<file path="src/rtl/tri_setup_if.sv">
// Vertex-set handshake between the triangle source and tri_setup.
// Carries {x0,y0,x1,y1,x2,y2} with x0 in the MSBs.
interface tri_setup_if #(
  parameter int COORD_W = 10
);
  logic                   in_valid;
  logic                   in_ready;
  logic [6*COORD_W-1:0]   in_vtx;

  modport master (
    output in_valid,
    output in_vtx,
    input  in_ready
  );

  modport slave (
    input  in_valid,
    input  in_vtx,
    output in_ready
  );
endinterface

</file>
<file path="src/rtl/tri_setup.sv">
// Triangle setup: edge functions on one shared multiplier, orientation
// normalisation, shadow buffer published to active registers on commit.
module tri_setup #(
  parameter int COORD_W = 10,
  parameter int AB_W    = COORD_W + 1,
  parameter int C_W     = 2*COORD_W + 1
) (
  input  logic                   clk,
  input  logic                   reset,
  tri_setup_if.slave             vin,
  input  logic                   commit,
  output logic                   busy,
  output logic signed [AB_W-1:0] a0,
  output logic signed [AB_W-1:0] a1,
  output logic signed [AB_W-1:0] a2,
  output logic signed [AB_W-1:0] b0,
  output logic signed [AB_W-1:0] b1,
  output logic signed [AB_W-1:0] b2,
  output logic signed [C_W-1:0]  c0,
  output logic signed [C_W-1:0]  c1,
  output logic signed [C_W-1:0]  c2,
  output logic                   tri_valid
);

  localparam int P_W = 2*COORD_W;
  localparam int S_W = C_W + 2;

  typedef enum logic [1:0] {
    S_IDLE,
    S_MUL,
    S_SUM,
    S_ORIENT
  } state_e;

  state_e                 state_q;
  logic [2:0]             cnt_q;
  logic                   busy_q;
  logic                   in_rdy;

  logic [COORD_W-1:0]     x_q [3];
  logic [COORD_W-1:0]     y_q [3];
  logic [P_W-1:0]         p_q [6];

  logic signed [AB_W-1:0] wa_q [3];
  logic signed [AB_W-1:0] wb_q [3];
  logic signed [C_W-1:0]  wc_q [3];
  logic signed [S_W-1:0]  area_q;

  logic signed [AB_W-1:0] sa_q [3];
  logic signed [AB_W-1:0] sb_q [3];
  logic signed [C_W-1:0]  sc_q [3];
  logic                   sfull_q;
  logic                   sdegen_q;

  logic signed [AB_W-1:0] aa_q [3];
  logic signed [AB_W-1:0] ab_q [3];
  logic signed [C_W-1:0]  ac_q [3];
  logic                   tv_q;

  logic [COORD_W-1:0]     mx_d;
  logic [COORD_W-1:0]     my_d;
  logic [P_W-1:0]         prod_d;
  logic signed [AB_W-1:0] a_d [3];
  logic signed [AB_W-1:0] b_d [3];
  logic signed [C_W-1:0]  c_d [3];
  logic signed [S_W-1:0]  sum_d;

  assign in_rdy       = (state_q == S_IDLE) && !sfull_q && !reset;
  assign vin.in_ready = in_rdy;
  assign busy         = busy_q;

  // Product schedule: pairs (2i, 2i+1) form C_i.
  always_comb begin
    mx_d = x_q[0];
    my_d = y_q[1];
    case (cnt_q)
      3'd0: begin mx_d = x_q[0]; my_d = y_q[1]; end
      3'd1: begin mx_d = x_q[1]; my_d = y_q[0]; end
      3'd2: begin mx_d = x_q[1]; my_d = y_q[2]; end
      3'd3: begin mx_d = x_q[2]; my_d = y_q[1]; end
      3'd4: begin mx_d = x_q[2]; my_d = y_q[0]; end
      3'd5: begin mx_d = x_q[0]; my_d = y_q[2]; end
      default: ;
    endcase
  end

  assign prod_d = P_W'(mx_d) * P_W'(my_d);

  always_comb begin
    sum_d = '0;
    for (int i = 0; i < 3; i++) begin
      a_d[i] = AB_W'($signed({1'b0, y_q[i]}))
             - AB_W'($signed({1'b0, y_q[(i+1)%3]}));
      b_d[i] = AB_W'($signed({1'b0, x_q[(i+1)%3]}))
             - AB_W'($signed({1'b0, x_q[i]}));
      c_d[i] = C_W'($signed({1'b0, p_q[2*i]}))
             - C_W'($signed({1'b0, p_q[2*i+1]}));
      sum_d  = sum_d + S_W'(c_d[i]);
    end
  end

  always_ff @(posedge clk) begin
    if (reset) begin
      state_q  <= S_IDLE;
      cnt_q    <= '0;
      busy_q   <= 1'b0;
      area_q   <= '0;
      sfull_q  <= 1'b0;
      sdegen_q <= 1'b0;
      tv_q     <= 1'b0;
      for (int i = 0; i < 3; i++) begin
        x_q[i]  <= '0;
        y_q[i]  <= '0;
        wa_q[i] <= '0;
        wb_q[i] <= '0;
        wc_q[i] <= '0;
        sa_q[i] <= '0;
        sb_q[i] <= '0;
        sc_q[i] <= '0;
        aa_q[i] <= '0;
        ab_q[i] <= '0;
        ac_q[i] <= '0;
      end
      for (int k = 0; k < 6; k++) begin
        p_q[k] <= '0;
      end
    end else begin
      unique case (state_q)
        S_IDLE: begin
          if (vin.in_valid && in_rdy) begin
            for (int i = 0; i < 3; i++) begin
              x_q[i] <= vin.in_vtx[(6-2*i)*COORD_W-1 -: COORD_W];
              y_q[i] <= vin.in_vtx[(5-2*i)*COORD_W-1 -: COORD_W];
            end
            cnt_q   <= '0;
            busy_q  <= 1'b1;
            state_q <= S_MUL;
          end
        end
        S_MUL: begin
          p_q[cnt_q] <= prod_d;
          cnt_q      <= cnt_q + 3'd1;
          if (cnt_q == 3'd5) begin
            state_q <= S_SUM;
          end
        end
        S_SUM: begin
          for (int i = 0; i < 3; i++) begin
            wa_q[i] <= a_d[i];
            wb_q[i] <= b_d[i];
            wc_q[i] <= c_d[i];
          end
          area_q  <= sum_d;
          state_q <= S_ORIENT;
        end
        S_ORIENT: begin
          // Clockwise input: flip every edge so inside is E_i >= 0.
          for (int i = 0; i < 3; i++) begin
            sa_q[i] <= area_q[S_W-1] ? -wa_q[i] : wa_q[i];
            sb_q[i] <= area_q[S_W-1] ? -wb_q[i] : wb_q[i];
            sc_q[i] <= area_q[S_W-1] ? -wc_q[i] : wc_q[i];
          end
          sdegen_q <= (area_q == '0);
          sfull_q  <= 1'b1;
          busy_q   <= 1'b0;
          state_q  <= S_IDLE;
        end
      endcase

      if (commit && sfull_q) begin
        for (int i = 0; i < 3; i++) begin
          aa_q[i] <= sa_q[i];
          ab_q[i] <= sb_q[i];
          ac_q[i] <= sc_q[i];
        end
        tv_q    <= !sdegen_q;
        sfull_q <= 1'b0;
      end
    end
  end

  assign a0 = aa_q[0];
  assign a1 = aa_q[1];
  assign a2 = aa_q[2];
  assign b0 = ab_q[0];
  assign b1 = ab_q[1];
  assign b2 = ab_q[2];
  assign c0 = ac_q[0];
  assign c1 = ac_q[1];
  assign c2 = ac_q[2];
  assign tri_valid = tv_q;

endmodule

</file>
<file path="src/flat_wrapper.sv">
// flat-port wrapper written by rule: the top's interface ports become plain ports
module tri_setup_flat 
#(
  parameter int COORD_W = 10,
  parameter int AB_W    = COORD_W + 1,
  parameter int C_W     = 2*COORD_W + 1
)
  (clk, reset, commit, busy, a0, a1, a2, b0, b1, b2, c0, c1, c2, tri_valid, vin_in_valid, vin_in_vtx, vin_in_ready);
  tri_setup_if #(.COORD_W(COORD_W)) vin_i ();
  input  logic clk;
  input  logic reset;
  input  logic commit;
  output logic busy;
  output logic signed [AB_W-1:0] a0;
  output logic signed [AB_W-1:0] a1;
  output logic signed [AB_W-1:0] a2;
  output logic signed [AB_W-1:0] b0;
  output logic signed [AB_W-1:0] b1;
  output logic signed [AB_W-1:0] b2;
  output logic signed [C_W-1:0] c0;
  output logic signed [C_W-1:0] c1;
  output logic signed [C_W-1:0] c2;
  output logic tri_valid;
  input wire logic [$bits(vin_i.in_valid)-1:0] vin_in_valid;
  input wire logic [$bits(vin_i.in_vtx)-1:0] vin_in_vtx;
  output wire logic [$bits(vin_i.in_ready)-1:0] vin_in_ready;
  assign vin_i.in_valid = vin_in_valid;
  assign vin_i.in_vtx = vin_in_vtx;
  assign vin_in_ready = vin_i.in_ready;
  tri_setup #(.COORD_W(COORD_W), .AB_W(AB_W), .C_W(C_W)) u_core (.clk(clk), .reset(reset), .vin(vin_i), .commit(commit), .busy(busy), .a0(a0), .a1(a1), .a2(a2), .b0(b0), .b1(b1), .b2(b2), .c0(c0), .c1(c1), .c2(c2), .tri_valid(tri_valid));
endmodule
</file>
<file path="config.mk">
export PLATFORM = sky130hd
export DESIGN_NAME = tri_setup_flat
export DESIGN_NICKNAME = d
export VERILOG_FILES = /design/src/rtl/tri_setup_if.sv /design/src/rtl/tri_setup.sv /design/src/flat_wrapper.sv
export SDC_FILE = /design/constraint.sdc
export NUM_CORES = 1
export LEC_CHECK = 0
export CAP_MARGIN = 5
export CORE_UTILIZATION = 45
export DETAILED_ROUTE_END_ITERATION = 8
export GPL_TIMING_DRIVEN = 0
export PLACE_DENSITY = 0.59
export SLEW_MARGIN = 15
export SYNTH_ARGS = -nofsm -noshare
export SYNTH_HDL_FRONTEND = slang
export SYNTH_SLANG_ARGS = --single-unit
</file>
<file path="constraint.sdc">
create_clock -name clk -period 8.2 [get_ports clk]
set_input_delay 1.64 -clock clk [delete_from_list [all_inputs] [get_ports clk]]
set_output_delay 1.64 -clock clk [all_outputs]
set_load 0.01 [all_outputs]
</file>
### Clock distribution, run 1

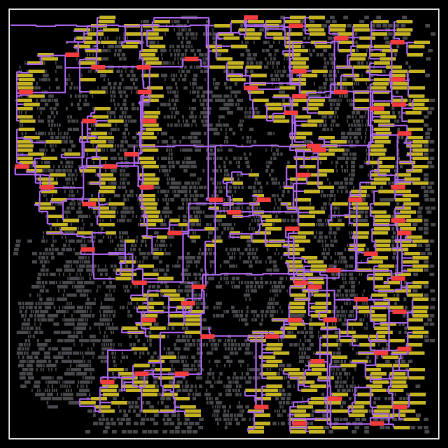
[red] cells driving clock nets | count: 66
[yellow] flip-flops | count: 599
[purple] clock wires | length: 7,540 um
flops lie	widely spread
routed clock nets	67
final setup skew: 0.0226 ns
reported clock group power: 2.82 mW
worst skew pair latency: 0.62 ns
clock share of power: 0.201

### Cell area per tile, run 1

28 x 28 tiles, from dark blue (low) to red (high), 0 to 100% covered.
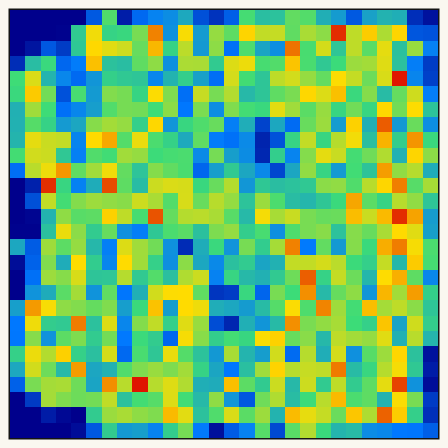
densest ninth of the die	middle right
nearly empty tiles	3.4%
fullest tile	98%
mean over tiles	50%
core utilization at floorplan: 0.458
fin util: 0.531

### Gate families picked out, run 1

Scale bar: 100 um.
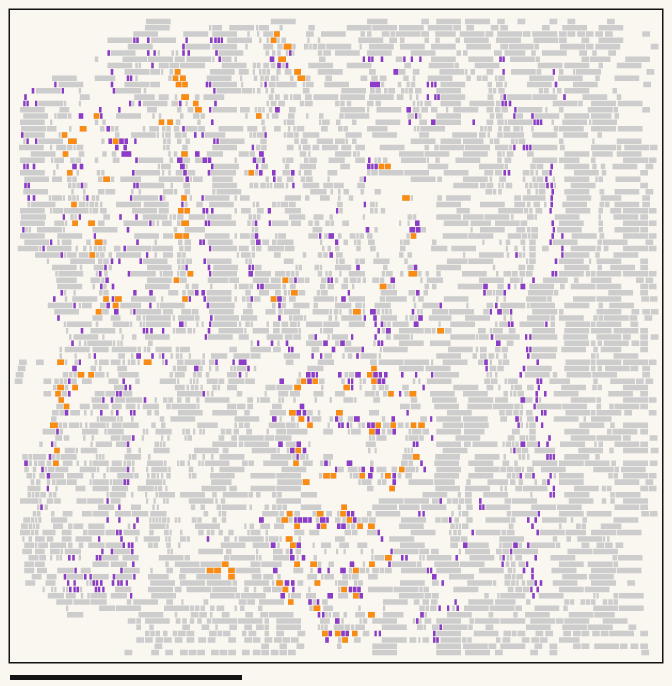
colour	family	cells	most used
orange	AND-OR and OR-AND gates	130	o21a_1
purple	NOR gates	582	nor2_1
most frequent logic cell in the layout: edfxtp_1
logic share of the area: 0.394
fin cells: 4,577

==> impl_metrics.tcl, run 1 <==
# implementation run metrics
set metrics [dict create \
    p_leak_nw 15.9 \
    gp_congestion 0.943 \
    tightest_slew_ns 1.27 \
    sequentialPower_mw 4.09 \
    ys.flop_type "edfxtp_1" \
    total_power_mw 14.0 \
    status "completed" \
    synthTopCellsByCount "567 x edfxtp_1, 432 x nor2_1, 255 x inv_1" \
    power_density_nw_per_um2 345 \
    fin_nets 3871 \
    ys_area_sq_um 35000 \
    dp_hpwl_um 76200 \
    core_area_sq_um 76500 \
    maxSlewViolCount 0 \
    flop_area_sq_um 17700 \
    p_comb_frac 0.506 \
    yosysMostFrequentCell "edfxtp_1" \
    grt.total_usage 0.243 \
    route.layer.met1.wl_um 44400 \
    seqPwrFrac 0.293 \
    grt_overflow 0 \
    max_freq_ghz 0.128 \
    final-clk-cell-share 0.0499 \
    power.switching_mw 6.03 \
    largest_reg_flops 120 \
    edf_count 567 \
    synth_area_sq_um 35000 \
    clk_pin_slew_ns 0.06 \
    yosys.area.top_type "edfxtp_1" \
    ys_types 77 \
    wl_um 94800 \
    diodes 1 \
    inv_count 255 \
    area_dominant_class "registers" \
    finalCriticalPeriod_ns 7.80 \
    htreeDepth 3 \
    p_int_mw 7.96 \
    route.antenna.remaining_nets 0 \
    worstSetupPathType "reg2reg" \
    seq_share 0.435 \
    synthTopLogicFamily "simple AND/OR/NAND/NOR gates" \
    wl_per_cell_um 20.7 \
    busiest_layer "met2" \
    synthAoiAreaFrac 0.101 \
    seq_area_frac_synth 0.504 \
    ys_ff 599 \
    peakVddDrop_mv 0.950 \
    hp-class "reg2reg" \
    endpoint_kind "register" \
    crit_start "u_core.cnt_q[1]" \
    whs_path_depth 2 \
    cts_root_buf "clkbuf_16" \
    simple_gate_share 0.166 \
    grtUsageMet2 0.374 \
    nWellTaps 1030 \
    hold_viol_final 0 \
    io_pins 196 \
    clock_path_buffers 3 \
    dieArea_sq_um 79000 \
    maxPowerGroup "combinational cells" \
    grt_pass1_vias 24200 \
    dr_wl_met3_um 5630 \
    postCtsSetupRepairBufs 0 \
    maxSlewHeadroom 0.144 \
    rrSetupSlack_ns 0.40 \
    holdWs_ns 0.472 \
    rsz0062_at_grt "no" \
    finalSetupTns_ns 0 \
    crit_required_ns 8.53 \
    worstHoldStart "u_core.area_q[14]" \
    cts_resized 3 \
    cts_buffers 66 \
    rows 101 \
    drive_above_1_share 0.0457 \
    drtIter0Drc 1754 \
    top_area_frac 0.486 \
    powerComb_mw 7.08 \
    timing.rr.start "u_core.cnt_q[1]" \
    cp-start-kind "register" \
    mux_area_frac 0.00972 \
    top_register "u_core.p_q" \
]
==> run 1: worst max-delay path, stage by stage (launching register included) <==
cell	delay, ns
dfxtp_1	0.36
inv_1	0.16
ha_1	0.19
inv_1	0.05
o21ai_0	0.38
buf_2	0.29
nor2_1	0.08
clkbuf_2	0.21
a21oi_1	0.76
or2_2	0.25
fa_1	0.45
fa_1	0.56
inv_1	0.07
fa_1	0.51
fa_1	0.56
inv_1	0.06
fa_1	0.53
inv_1	0.05
ha_1	0.23
or3_1	0.39
o211a_1	0.27
a21oi_1	0.39
xor2_2	0.58
nor2_1	0.13
### Routing congestion map, run 1

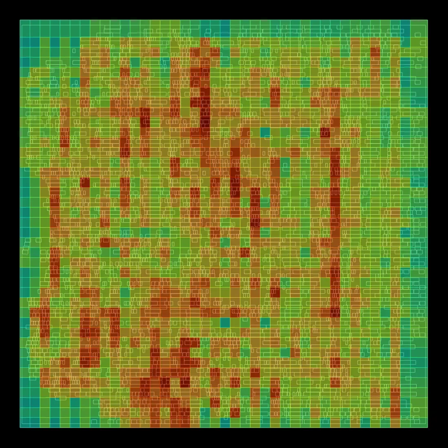

--- run 2 (diff from run 1) ---
--- a/config.mk
+++ b/config.mk
@@ -6,10 +6,11 @@
 export NUM_CORES = 1
 export LEC_CHECK = 0
 export CAP_MARGIN = 5
-export CORE_UTILIZATION = 45
+export CORE_UTILIZATION = 35
 export DETAILED_ROUTE_END_ITERATION = 8
 export GPL_TIMING_DRIVEN = 0
-export PLACE_DENSITY = 0.59
+export PLACE_DENSITY = 0.47
+export SETUP_SLACK_MARGIN = 0.5
 export SLEW_MARGIN = 15
 export SYNTH_ARGS = -nofsm -noshare
 export SYNTH_HDL_FRONTEND = slang
==> constraint.sdc (replaced) <==
create_clock -name clk -period 8.8 [get_ports clk]
set_input_delay 1.76 -clock clk [delete_from_list [all_inputs] [get_ports clk]]
set_output_delay 1.76 -clock clk [all_outputs]
set_load 0.01 [all_outputs]
### Routing congestion map, run 2

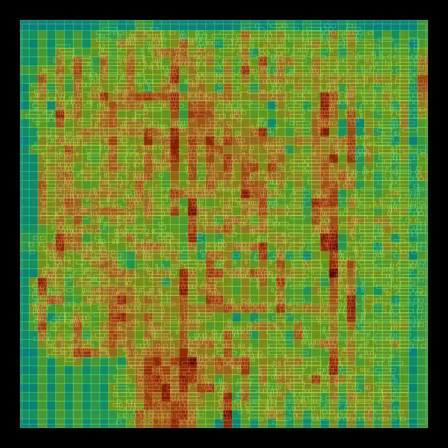
M3 GR Usage: 0.0280
met1 GRT Util: 0.295
WL/cell: 21.2 um

### Gate families picked out, run 2

Scale bar: 100 um.
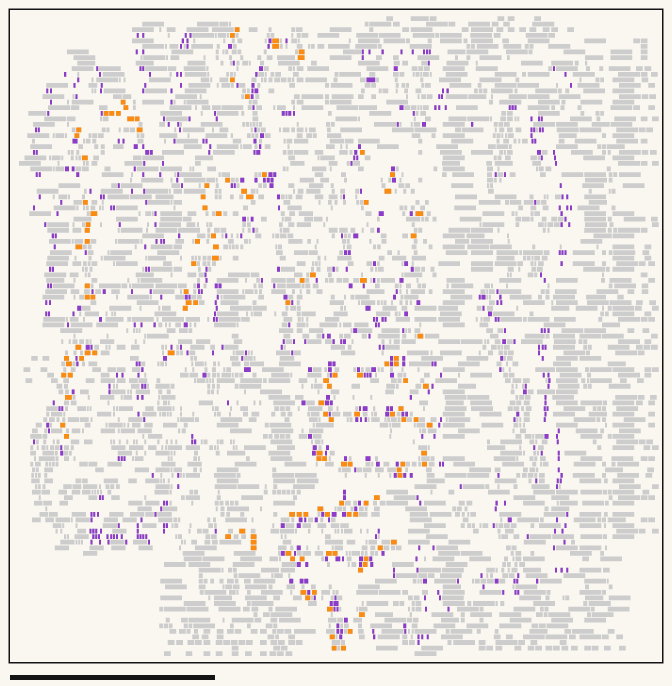
colour	family	cells	most used
orange	AND-OR and OR-AND gates	130	o21a_1
purple	NOR gates	582	nor2_1

==> impl_metrics.tcl, run 2 <==
# implementation run metrics
set metrics [dict create \
    tightest_slew_ns 1.12 \
    portBuffers 195 \
    grtUsageMet2 0.314 \
    clock_path_buffers 3 \
    r2r_end "u_core.p_q[3][14]" \
    cpMostUsedCell "inv_1" \
    most-common-layout-cells "567 x edfxtp_1, 432 x nor2_1, 253 x inv_1" \
    syn_nets 3601 \
    maxSlewHeadroom 0.250 \
    busiest_layer "met2" \
    top_cells_by_area "edfxtp_1 49%, ha_1 7.6%, fa_1 5.3%, nor2_1 4.6%, and2_1 3.1%" \
    wl_um 103000 \
    fin_cells 4836 \
    peakVddDrop_mv 0.431 \
    final-clk-cell-share 0.0569 \
    ys_warn_count 0 \
    max_freq_ghz 0.127 \
    htreeDepth 3 \
    rsz0062_at_grt "no" \
    nWellTaps 1287 \
    cts_buffers 70 \
    gp_congestion 0.921 \
    ys_area_sq_um 35000 \
    clk_pin_slew_ns 0.06 \
    comb_share 0.389 \
    switching_share 0.430 \
    crit_arrival_ns 8.23 \
    total_power_mw 13.4 \
    dieArea_sq_um 101000 \
    min_to "u_core.area_q[20]" \
    top_register "u_core.p_q" \
    postCtsSetupRepairBufs 0 \
    seq_area_frac_synth 0.504 \
    power_density_nw_per_um2 325 \
    reg2regPathDepth 25 \
    endpoint_kind "register" \
    fin_skew_ns 0.0218 \
    crit_path_end "u_core.p_q[3][14]" \
    powerComb_mw 6.58 \
    crit_fanout 10 \
    die_y_um 318 \
    mostFrequentLayoutCell "edfxtp_1" \
    clock-sinks 599 \
    ys.flop_type "edfxtp_1" \
    num_vias 24400 \
    dp_cells 4716 \
    route.antenna.remaining_nets 0 \
    finalCriticalPeriod_ns 7.88 \
    inv_count 255 \
    die_x_um 318 \
    flops 599 \
    flop_area_sq_um 17700 \
    num-multi-input-gates 2244 \
    ys_async_sr_fraction 0 \
    clock_power_mw 3.00 \
    yosysMostFrequentCell "edfxtp_1" \
    critical-path-top-delay-family "adder cells" \
    cpMaxStageDelayCell "xor2_2" \
    area_dominant_class "registers" \
    num-clock-buffers 79 \
    ctsHoldBuffers 0 \
    top_area_frac 0.486 \
    clock_latency_ns 0.64 \
    route.layer.met1.wl_um 50500 \
    fin_crit_sh 0.896 \
    via_per_inst 5.04 \
    seq_share 0.429 \
    drc 0 \
    grt_pass1_vias 24100 \
    buffers 331 \
    drtIter0Drc 1738 \
    maxPowerGroup "combinational cells" \
    dr_wl_met3_um 4520 \
    nonClkBufAreaFrac 0.0623 \
    hold_viol_final 0 \
    whs_path_depth 2 \
    maxSlewViolCount 0 \
    cp-start-kind "register" \
    p_clk_frac 0.224 \
    met2_length_um 45300 \
    ys_ff 599 \
    setup_viol_count_final 0 \
    edf_count 567 \
    grt_max_degree 71 \
    cpPeakStageDelay_ns 0.60 \
    crit_start "u_core.cnt_q[0]" \
    cts_root_buf "clkbuf_16" \
    p_int_mw 7.64 \
    cts_tree "yes" \
    final-comb-area_sq_um 16000 \
    grt.total_usage 0.203 \
    dp_hpwl_um 81600 \
    worstPathBufferInverterCount 8 \
    rows 115 \
    seqPwrFrac 0.285 \
    routed.top_layer "met4" \
    maxCapViolations 0 \
    io_pins 196 \
    rrSetupSlack_ns 0.92 \
    timing.rr.start "u_core.cnt_q[0]" \
    grt_pass1_wl_um 154000 \
    cp.depth 25 \
    yosys.area.top_type "edfxtp_1" \
    dr.pass1.iters 6 \
    synth_area_sq_um 35000 \
    hp-class "reg2reg" \
    area_growth_pct 17.5 \
    power.switching_mw 5.76 \
    worstSetupPathType "reg2reg" \
    fill_cells 9405 \
    p_leak_nw 16.1 \
    synthTopCellsByCount "567 x edfxtp_1, 432 x nor2_1, 255 x inv_1" \
    tool_warnings 33 \
    synth.avg_cell_area_sq_um 10.8 \
    sequentialPower_mw 3.82 \
    diodes 0 \
    fin_nets 3872 \
    drive_above_1_share 0.0516 \
    finalSetupTns_ns 0 \
    crit_required_ns 9.15 \
    largest_reg_flops 120 \
    worstHoldStart "u_core.area_q[20]" \
    p_comb_frac 0.491 \
    cts_resized 4 \
    ys_cells 3230 \
    antenna_found_initial 2 \
    ys_types 77 \
    grt_overflow 0 \
    syn_inst 3230 \
    status "completed" \
]
### Cell area per tile, run 2

32 x 32 tiles, from dark blue (low) to red (high), 0 to 100% covered.
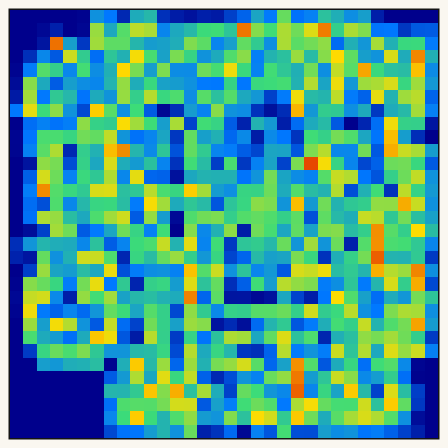
mean over tiles	39%
densest ninth of the die	middle right
fullest tile	92%
nearly empty tiles	8.5%
tiles over 75% full	3.8%
emptiest ninth of the die	lower left
core box area: 98,700 sq um
core utilization at floorplan: 0.355
fin util: 0.417

[run 2: cells by family (layout without fill, tap and decap cells)]
family	count (synthesis)	after routing	share of synthesized area
flip-flops	599	599	0.504
multiplexers	34	34	0.00972
AND-OR/OR-AND	528	528	0.101
XOR/XNOR	192	192	0.0480
buffers and inverters	387	706	0.0416
AND/OR/NAND/NOR	1183	1183	0.166
adder cells (fa/ha/maj)	307	307	0.130
[run 2: through the flow]
step / worst slack, ns / area (sq um) / hold WS (ns)
finish: 0.919 / 41200 / 0.467
global route: 0.541 / 41200 / 0.493
CTS: 0.619 / 41100 / 0.464
detailed placement: 0.304 / 38800 / 0.447
global placement: 0.0554 / 38600 / 0.440
floorplan: 2.21 / 35000 / 0.426
### Clock distribution, run 2

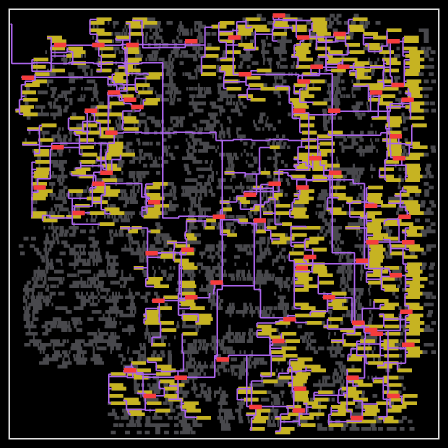

--- run 3 (diff from run 2) ---
--- a/config.mk
+++ b/config.mk
@@ -10,7 +10,7 @@
 export DETAILED_ROUTE_END_ITERATION = 8
 export GPL_TIMING_DRIVEN = 0
 export PLACE_DENSITY = 0.47
-export SETUP_SLACK_MARGIN = 0.5
+export SETUP_SLACK_MARGIN = 0.3
 export SLEW_MARGIN = 15
 export SYNTH_ARGS = -nofsm -noshare
 export SYNTH_HDL_FRONTEND = slang
### Clock distribution, run 3

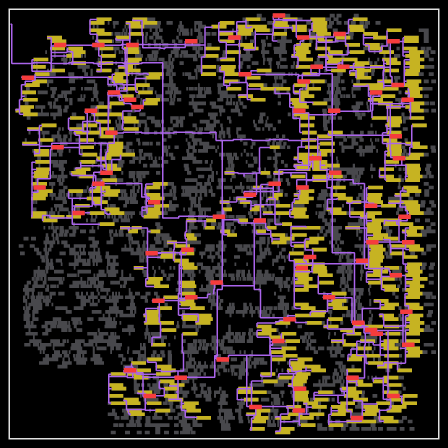
[yellow] flip-flops | count: 599
[purple] clock wires | length: 8,060 um
[red] cells driving clock nets | count: 70
routed clock nets	71

### Cell area per tile, run 3

32 x 32 tiles, from dark blue (low) to red (high), 0 to 100% covered.
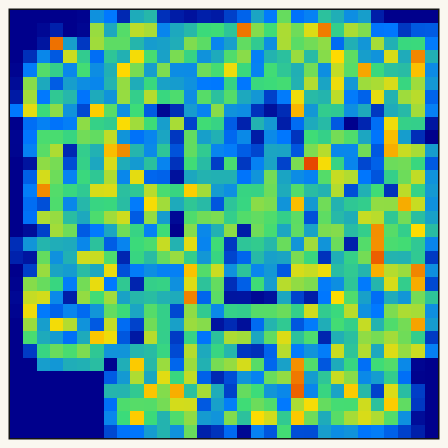
tiles over 75% full	3.8%
nearly empty tiles	8.5%
emptiest ninth of the die	lower left
mean over tiles	39%
densest ninth of the die	middle right
fin util: 0.417

==> impl_metrics.tcl, run 3 <==
# implementation run metrics
set metrics [dict create \
    status "completed" \
    clk_pin_slew_ns 0.06 \
    synthTopCellsByCount "567 x edfxtp_1, 432 x nor2_1, 255 x inv_1" \
    diodes 0 \
    ys_types 77 \
    antenna_found_initial 2 \
    maxSlewHeadroom 0.241 \
    final-comb-area_sq_um 16000 \
    grt_pass1_vias 24100 \
    fp_util 0.355 \
    simple_gate_share 0.166 \
    rows 115 \
    hp-class "reg2reg" \
    drtIter0Drc 1728 \
    power_density_nw_per_um2 325 \
    cts_root_buf "clkbuf_16" \
    grt_max_degree 71 \
    holdWs_ns 0.463 \
    ys_async_sr_fraction 0 \
    r2r_end "u_core.p_q[3][14]" \
    cts_tree "yes" \
    fill_cells 9408 \
    fin_cells 4836 \
    seqPwrFrac 0.285 \
    nWellTaps 1287 \
    clock-sinks 599 \
    wl_per_cell_um 21.2 \
    ys_area_sq_um 35000 \
    ys_cells 3230 \
    seq_share 0.429 \
    yosysMostFrequentCell "edfxtp_1" \
    syn_inst 3230 \
    synthTopLogicFamily "simple AND/OR/NAND/NOR gates" \
    ys_warn_count 0 \
    setup_slack_ns 0.843 \
    inv_count 255 \
    cp-start-kind "register" \
    edf_count 567 \
    p_clk_frac 0.224 \
    whs_path_depth 2 \
    tool_warnings 33 \
    num_vias 24400 \
    critical-path-top-delay-family "adder cells" \
    num-clock-buffers 79 \
    cts_buffers 70 \
    fin_crit_sh 0.904 \
    setup_viol_count_final 0 \
    wl_um 103000 \
    crit_arrival_ns 8.30 \
    worstSetupPathType "reg2reg" \
    flops 599 \
    drive_above_1_share 0.0507 \
    crit_fanout 10 \
    area_dominant_class "registers" \
    die_y_um 318 \
    dr.pass1.iters 6 \
    peakVddDrop_mv 0.432 \
    crit_required_ns 9.15 \
    fa_ha_area_frac 0.130 \
    max_freq_ghz 0.126 \
    dp_hpwl_um 81600 \
    timing.rr.start "u_core.cnt_q[0]" \
    cpPeakStageDelay_ns 0.60 \
    cpMostUsedCell "fa_1" \
    dpl_cell_area_sq_um 38800 \
    maxCapViolations 0 \
    final-clk-cell-share 0.0569 \
]
### Routing congestion map, run 3

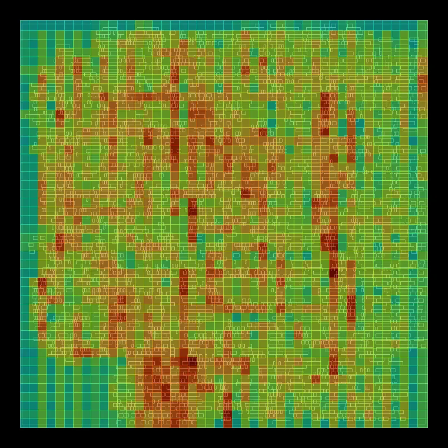
total track usage: 0.203
met1 GRT Util: 0.295

## run 3: cell counts in the layout (fill, tap and decap cells not counted)
Identical to the previous run, type by type.
## run 3: power groups by stage
stage	clock network [mW]	registers, mW	logic [mW]
5_1_grt	3.17	3.86	7.30
2_1_floorplan	0	3.78	4.26
3_3_place_gp	0	3.90	6.46
3_5_place_dp	0	3.88	6.53
6_report	3.00	3.82	6.57
4_1_cts	3.07	3.82	6.60
## run 3: metal layers
metal,global-route usage,up-vias,share of wire
met5,0,-,0
met4,0.0548,0,0.021
met3,0.0280,117,0.043
met2,0.314,557,0.44
met1,0.295,11700,0.49
li1,-,11900,-
## run 3: what timing repair did
action	CTS	global route
gates resized	1	7
hold buffers	0	0
hold endpoints to repair	0	0
buffers inserted	0	0
endpoints found under the setup margin	5	48
pin swaps	0	0
Power figures rest on the tool's default switching activity, not on a simulated workload.
